**config.mk**
```make
export PLATFORM = sky130hd
export DESIGN_NAME = maze_job_sched
export DESIGN_NICKNAME = d
export VERILOG_FILES = /design/src/rtl/maze_pkg.sv /design/src/rtl/maze_job_sched_rr_arbiter.sv /design/src/rtl/maze_job_sched.sv
export SDC_FILE = /design/constraint.sdc
export NUM_CORES = 1
export LEC_CHECK = 0
export CORE_MARGIN = 2
export CORE_UTILIZATION = 55
export CTS_BUF_LIST = sky130_fd_sc_hd__clkbuf_2 sky130_fd_sc_hd__clkbuf_4 sky130_fd_sc_hd__clkbuf_8
export CTS_CLUSTER_SIZE = 30
export DETAILED_ROUTE_END_ITERATION = 12
export GPL_ROUTABILITY_DRIVEN = 0
export GPL_TIMING_DRIVEN = 0
export PLACE_DENSITY = 0.79
export SYNTH_ARGS = -nofsm -noshare
export SYNTH_HDL_FRONTEND = slang
export SYNTH_SLANG_ARGS = --single-unit
export TNS_END_PERCENT = 50
```
**constraint.sdc**
```tcl
create_clock -name clk -period 2.3 [get_ports clk]
set_input_delay 0.345 -clock clk [delete_from_list [all_inputs] [get_ports clk]]
set_output_delay 0.345 -clock clk [all_outputs]
set_load 0.02 [all_outputs]
```
**src/rtl/maze_pkg.sv**
```systemverilog
// -----------------------------------------------------------------------------
// maze_pkg
//   Shared types and constants for the maze job scheduler and its arbiter.
//   No ports. Exports MAZE_DIM/MAZE_BITS, coord_t, sched_state_e and
//   rr_wrap(), the modulo-n increment used for round-robin pointers.
// -----------------------------------------------------------------------------
package maze_pkg;

  localparam int MAZE_DIM  = 15;
  localparam int MAZE_BITS = MAZE_DIM * MAZE_DIM;

  typedef logic [3:0] coord_t;

  typedef enum logic [2:0] {
    IDLE  = 3'd0,
    LOAD  = 3'd1,
    WAIT  = 3'd2,
    DRAIN = 3'd3,
    GAP   = 3'd4
  } sched_state_e;

  // Next index in a ring of n entries: idx+1, wrapping to 0.
  function automatic int rr_wrap(input int idx, input int n);
    if (idx + 1 >= n) begin
      return 0;
    end else begin
      return idx + 1;
    end
  endfunction

endpackage

```
**src/rtl/maze_job_sched_rr_arbiter.sv**
```systemverilog
// -----------------------------------------------------------------------------
// rr_arbiter
//   Combinational round-robin pick: the first set request at or after the
//   pointer, wrapping modulo N_REQ.
//   Ports:
//     i_req   [N_REQ-1:0]  request vector
//     i_ptr   [PW-1:0]     index with the highest priority this round
//     o_grant [N_REQ-1:0]  one-hot winner (all zero when no request)
//     o_idx   [PW-1:0]     binary winner index (0 when no request)
//     o_any                at least one request present
// -----------------------------------------------------------------------------
module rr_arbiter
  import maze_pkg::*;
#(
  parameter int N_REQ = 2,
  parameter int PW    = $clog2(N_REQ)
) (
  input  logic [N_REQ-1:0] i_req,
  input  logic [PW-1:0]    i_ptr,
  output logic [N_REQ-1:0] o_grant,
  output logic [PW-1:0]    o_idx,
  output logic             o_any
);

  logic [PW-1:0] w_scan;

  // Walk the ring once starting at the pointer; the first hit wins.
  always_comb begin
    o_grant = '0;
    o_idx   = '0;
    o_any   = 1'b0;
    w_scan  = i_ptr;
    for (int k = 0; k < N_REQ; k++) begin
      if (!o_any && i_req[w_scan]) begin
        o_any           = 1'b1;
        o_idx           = w_scan;
        o_grant[w_scan] = 1'b1;
      end else begin
        o_any = o_any;
      end
      w_scan = PW'(rr_wrap(int'(w_scan), N_REQ));
    end
  end

endmodule

```
**src/rtl/maze_job_sched.sv**
```systemverilog
// -----------------------------------------------------------------------------
// maze_job_sched
//   Shares one serial BFS maze solver between N_REQ requesters. A round-robin
//   winner streams its MAZE_BITS maze bits to the solver; the solver's path or
//   "no path" verdict is returned to that winner only. A silent solver is
//   aborted after TIMEOUT cycles, and GAP_CYC idle cycles follow every job.
//   Ports:
//     clk, rst_n                 clock / async active-low reset
//     req, req_bit   [N_REQ]     requests (held until grant) and maze bits
//     grant          [N_REQ]     one-hot, high MAZE_BITS cycles for the winner
//     ms_maze, ms_in_valid       maze stream to the solver (1 cycle behind grant)
//     ms_out_valid, ms_maze_not_valid, ms_out_x/y   solver results
//     rsp_valid      [N_REQ]     one-hot response strobe to the winner
//     rsp_not_valid, rsp_x/y     response payload ("no path" / path point)
//     busy                       any state other than IDLE
//     timeout_err                1-cycle pulse when a job is aborted
// -----------------------------------------------------------------------------
module maze_job_sched #(
  parameter int N_REQ     = 2,
  parameter int MAZE_BITS = 225,
  parameter int TIMEOUT   = 1023,
  parameter int GAP_CYC   = 2
) (
  input  logic                 clk,
  input  logic                 rst_n,
  input  logic [N_REQ-1:0]     req,
  input  logic [N_REQ-1:0]     req_bit,
  output logic [N_REQ-1:0]     grant,
  output logic                 ms_maze,
  output logic                 ms_in_valid,
  input  logic                 ms_out_valid,
  input  logic                 ms_maze_not_valid,
  input  maze_pkg::coord_t     ms_out_x,
  input  maze_pkg::coord_t     ms_out_y,
  output logic [N_REQ-1:0]     rsp_valid,
  output logic                 rsp_not_valid,
  output maze_pkg::coord_t     rsp_x,
  output maze_pkg::coord_t     rsp_y,
  output logic                 busy,
  output logic                 timeout_err
);

  localparam int PW  = $clog2(N_REQ);
  localparam int BCW = $clog2(MAZE_BITS);
  localparam int TW  = $clog2(TIMEOUT + 1);
  localparam int GW  = (GAP_CYC > 1) ? $clog2(GAP_CYC) : 1;

  maze_pkg::sched_state_e r_state;
  logic [PW-1:0]          r_ptr;
  logic [PW-1:0]          r_win;
  logic [N_REQ-1:0]       r_grant;
  logic [BCW-1:0]         r_bit_cnt;
  logic [TW-1:0]          r_timer;
  logic [GW-1:0]          r_gap_cnt;
  logic                   r_ms_maze;
  logic                   r_ms_in_valid;
  logic [N_REQ-1:0]       r_rsp_valid;
  logic                   r_rsp_not_valid;
  maze_pkg::coord_t       r_rsp_x;
  maze_pkg::coord_t       r_rsp_y;
  logic                   r_timeout_err;

  logic [N_REQ-1:0]       w_arb_grant;
  logic [PW-1:0]          w_arb_idx;
  logic                   w_arb_any;
  logic [N_REQ-1:0]       w_win_oh;

  rr_arbiter #(.N_REQ(N_REQ), .PW(PW)) u_arb (
    .i_req   (req),
    .i_ptr   (r_ptr),
    .o_grant (w_arb_grant),
    .o_idx   (w_arb_idx),
    .o_any   (w_arb_any)
  );

  // Response strobes go to the latched winner only (grant is already low then).
  assign w_win_oh = {{(N_REQ-1){1'b0}}, 1'b1} << r_win;

  // Scheduler FSM with its counters and registered solver/response outputs.
  always_ff @(posedge clk or negedge rst_n) begin
    if (!rst_n) begin
      r_state         <= maze_pkg::IDLE;
      r_ptr           <= '0;
      r_win           <= '0;
      r_grant         <= '0;
      r_bit_cnt       <= '0;
      r_timer         <= '0;
      r_gap_cnt       <= '0;
      r_ms_maze       <= 1'b0;
      r_ms_in_valid   <= 1'b0;
      r_rsp_valid     <= '0;
      r_rsp_not_valid <= 1'b0;
      r_rsp_x         <= 4'd0;
      r_rsp_y         <= 4'd0;
      r_timeout_err   <= 1'b0;
    end else begin
      r_timeout_err <= 1'b0;
      case (r_state)
        maze_pkg::IDLE: begin
          r_ms_in_valid   <= 1'b0;
          r_rsp_valid     <= '0;
          r_rsp_not_valid <= 1'b0;
          if (w_arb_any) begin
            r_win     <= w_arb_idx;
            r_grant   <= w_arb_grant;
            r_ptr     <= PW'(maze_pkg::rr_wrap(int'(w_arb_idx), N_REQ));
            r_bit_cnt <= '0;
            r_state   <= maze_pkg::LOAD;
          end else begin
            r_grant <= '0;
          end
        end

        // The winner's bit is sampled while its grant is high, so the solver
        // stream trails grant by exactly one cycle.
        maze_pkg::LOAD: begin
          r_ms_maze     <= req_bit[r_win];
          r_ms_in_valid <= 1'b1;
          if (r_bit_cnt == BCW'(MAZE_BITS - 1)) begin
            r_grant <= '0;
            r_timer <= '0;
            r_state <= maze_pkg::WAIT;
          end else begin
            r_bit_cnt <= r_bit_cnt + BCW'(1);
          end
        end

        // A result arriving on the timeout cycle takes priority over the abort.
        maze_pkg::WAIT: begin
          r_ms_in_valid <= 1'b0;
          if (ms_out_valid) begin
            r_rsp_valid     <= w_win_oh;
            r_rsp_not_valid <= ms_maze_not_valid;
            r_rsp_x         <= ms_out_x;
            r_rsp_y         <= ms_out_y;
            r_state         <= maze_pkg::DRAIN;
          end else if (r_timer == TW'(TIMEOUT)) begin
            r_timeout_err   <= 1'b1;
            r_rsp_valid     <= w_win_oh;
            r_rsp_not_valid <= 1'b1;
            r_gap_cnt       <= '0;
            r_state         <= maze_pkg::GAP;
          end else if (r_timer != {TW{1'b1}}) begin
            r_timer <= r_timer + TW'(1);
          end else begin
            r_timer <= r_timer;
          end
        end

        // Entered only after ms_out_valid was high, so a low now is the falling edge.
        maze_pkg::DRAIN: begin
          if (ms_out_valid) begin
            r_rsp_valid     <= w_win_oh;
            r_rsp_not_valid <= ms_maze_not_valid;
            r_rsp_x         <= ms_out_x;
            r_rsp_y         <= ms_out_y;
          end else begin
            r_rsp_valid     <= '0;
            r_rsp_not_valid <= 1'b0;
            r_gap_cnt       <= '0;
            r_state         <= maze_pkg::GAP;
          end
        end

        maze_pkg::GAP: begin
          r_ms_in_valid   <= 1'b0;
          r_rsp_valid     <= '0;
          r_rsp_not_valid <= 1'b0;
          if (r_gap_cnt == GW'(GAP_CYC - 1)) begin
            r_state <= maze_pkg::IDLE;
          end else begin
            r_gap_cnt <= r_gap_cnt + GW'(1);
          end
        end

        default: begin
          r_grant         <= '0;
          r_ms_in_valid   <= 1'b0;
          r_rsp_valid     <= '0;
          r_rsp_not_valid <= 1'b0;
          r_state         <= maze_pkg::IDLE;
        end
      endcase
    end
  end

  assign grant         = r_grant;
  assign ms_maze       = r_ms_maze;
  assign ms_in_valid   = r_ms_in_valid;
  assign rsp_valid     = r_rsp_valid;
  assign rsp_not_valid = r_rsp_not_valid;
  assign rsp_x         = r_rsp_x;
  assign rsp_y         = r_rsp_y;
  assign timeout_err   = r_timeout_err;
  assign busy          = (r_state != maze_pkg::IDLE);

endmodule

```
Wires at chosen ports, followed through buffers:
(4 px per um)
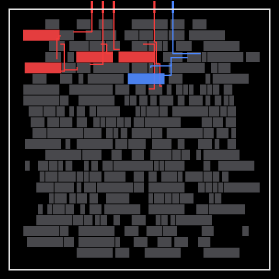
- rsp_x: red (bits 4; direction output; edge top; end cells 4; buffers 4; wire 98.1 um)
- ms_in_valid: blue (bits 1; direction output; edge top; end cells 1; buffers 1; wire 33.8 um)
PortBufs: 31
I/O Pins: 33

Placement by cell class:
(6 px per um)
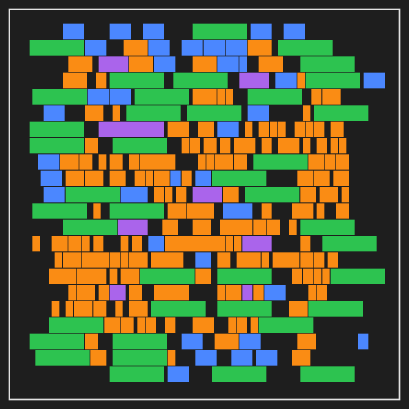
- other buffers and delay cells: blue (cells 37)
- flops: green (cells 40)
- combinational and other logic: orange (cells 148)
- clock drivers and dummy loads: purple (cells 8)
Seq area share: 0.3956
post-layout util: 0.7016
Core Area: 3606 um^2
Cell Rows: 22

==> job_summary.md <==
### Flow metrics

| Metric | Value |
|---|---|
| Tool Warnings | `27` |
| Mi-comb count | `134` |
| Commonest cells post-synth | `dfrtp_1 (40), nor2_1 (18), inv_1 (14)` |
| Worst vdd ir | `708.9 uV` |
| Mux cell area share | `0.07020` |
| Wirelength per Cell | `15.88 um` |
| Most common logic cell in the routed design | `dfrtp_1` |
| Post-synthesis compound-gate area fraction | `0.1749` |
| Die x size | `64.78 um` |
| Storage cell area | `1001 um^2` |
| RSZ-0062 raised after global routing | `no` |
| Hold WC Path Type | `in2async` |
| Post-synth cell types | `47` |
| Top area cell types | `dfrtp_1 (49%), mux2_2 (5.5%), nor2_1 (3.3%)` |
| Mapped Nets | `212` |
| Post-CTS Setup Bufs | `0` |
| GRT overflow | `0` |
| Final instance count without filler cells | `281` |
| Regs by FF count | `r_timer (10), r_bit_cnt (8)` |
| Ys cells | `193` |
| Inverters | `14` |
| Die Span Y | `64.78 um` |
| Xor/xnor share | `0.02586` |
| Power per Cell Area | `1336 nW/um^2` |
| Yosys warns | `0` |
| Worst R2R Path Depth | `7` |
| Place WS | `0.03202 ns` |
| Clk pwr share | `0.171` |
| Clk_skew | `0.008407 ns` |
| Clock network area share | `0.04402` |
| Dpl cells | `272` |
| DRC | `0` |
| Most frequent cell after synthesis | `dfrtp_1` |
| Biggest register | `r_timer` |
| Max reg flops | `10` |
| Chip area | `4196 um^2` |
| Crit path launch | `r_bit_cnt[1]` |
| Crit-path max FO | `8` |
| Final hold violations | `0` |
| H-tree Lvls | `2` |
| Status | `finished, final reports clean` |
| WP data arrival | `2.29 ns` |
| Setup ws final | `0.1685 ns` |
| Area leader, netlist | `dfrtp_1` |
| Logic area | `952.2 um^2` |
| Finished Cell Area | `2530 um^2` |
Placed standard cells:
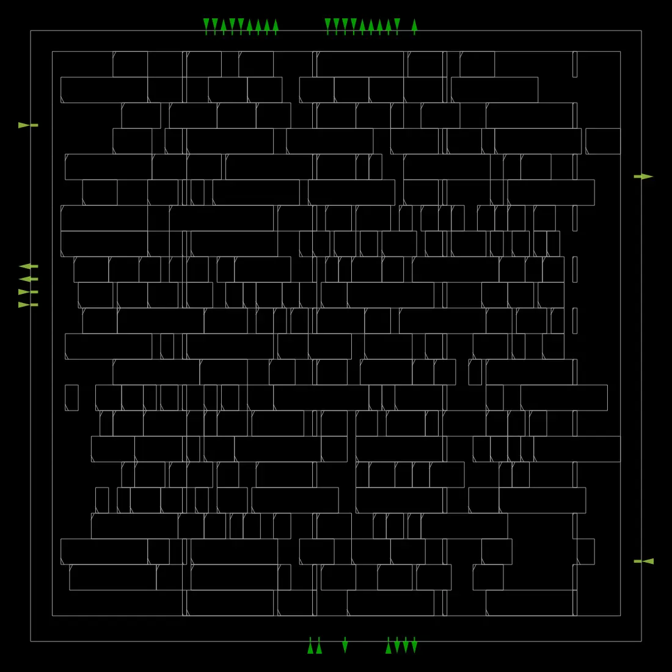
# fillers: 283
flop count: 40
Well Taps: 48

==> power by group through the flow <==
stage | clock network, mW | logic [mW] | registers (mW)
2_1_floorplan | 0 | 0.908 | 1.29
3_3_place_gp | 0 | 1.54 | 1.15
3_5_place_dp | 0 | 1.58 | 1.18
4_1_cts | 0.581 | 1.62 | 1.16
5_1_grt | 0.610 | 1.77 | 1.21
6_report | 0.577 | 1.63 | 1.17
==> worst max-delay path, stage by stage, from the launching register on <==
cell and delay [ns]:
dfrtp_1 0.44, inv_1 0.10, ha_1 0.13, or4b_4 0.49
o21a_4 0.27, a2111oi_4 0.26, buf_4 0.21, o211ai_1 0.10
==> metal layers <==
metal,vias up,wire (um),track usage
met5,-,0,0
met4,0,63,0.07713
met3,7,152,0.05382
met2,36,2356,0.4059
met1,826,1891,0.2875
li1,791,-,-
No activity file was given, so power comes from the tool's default toggle rates.
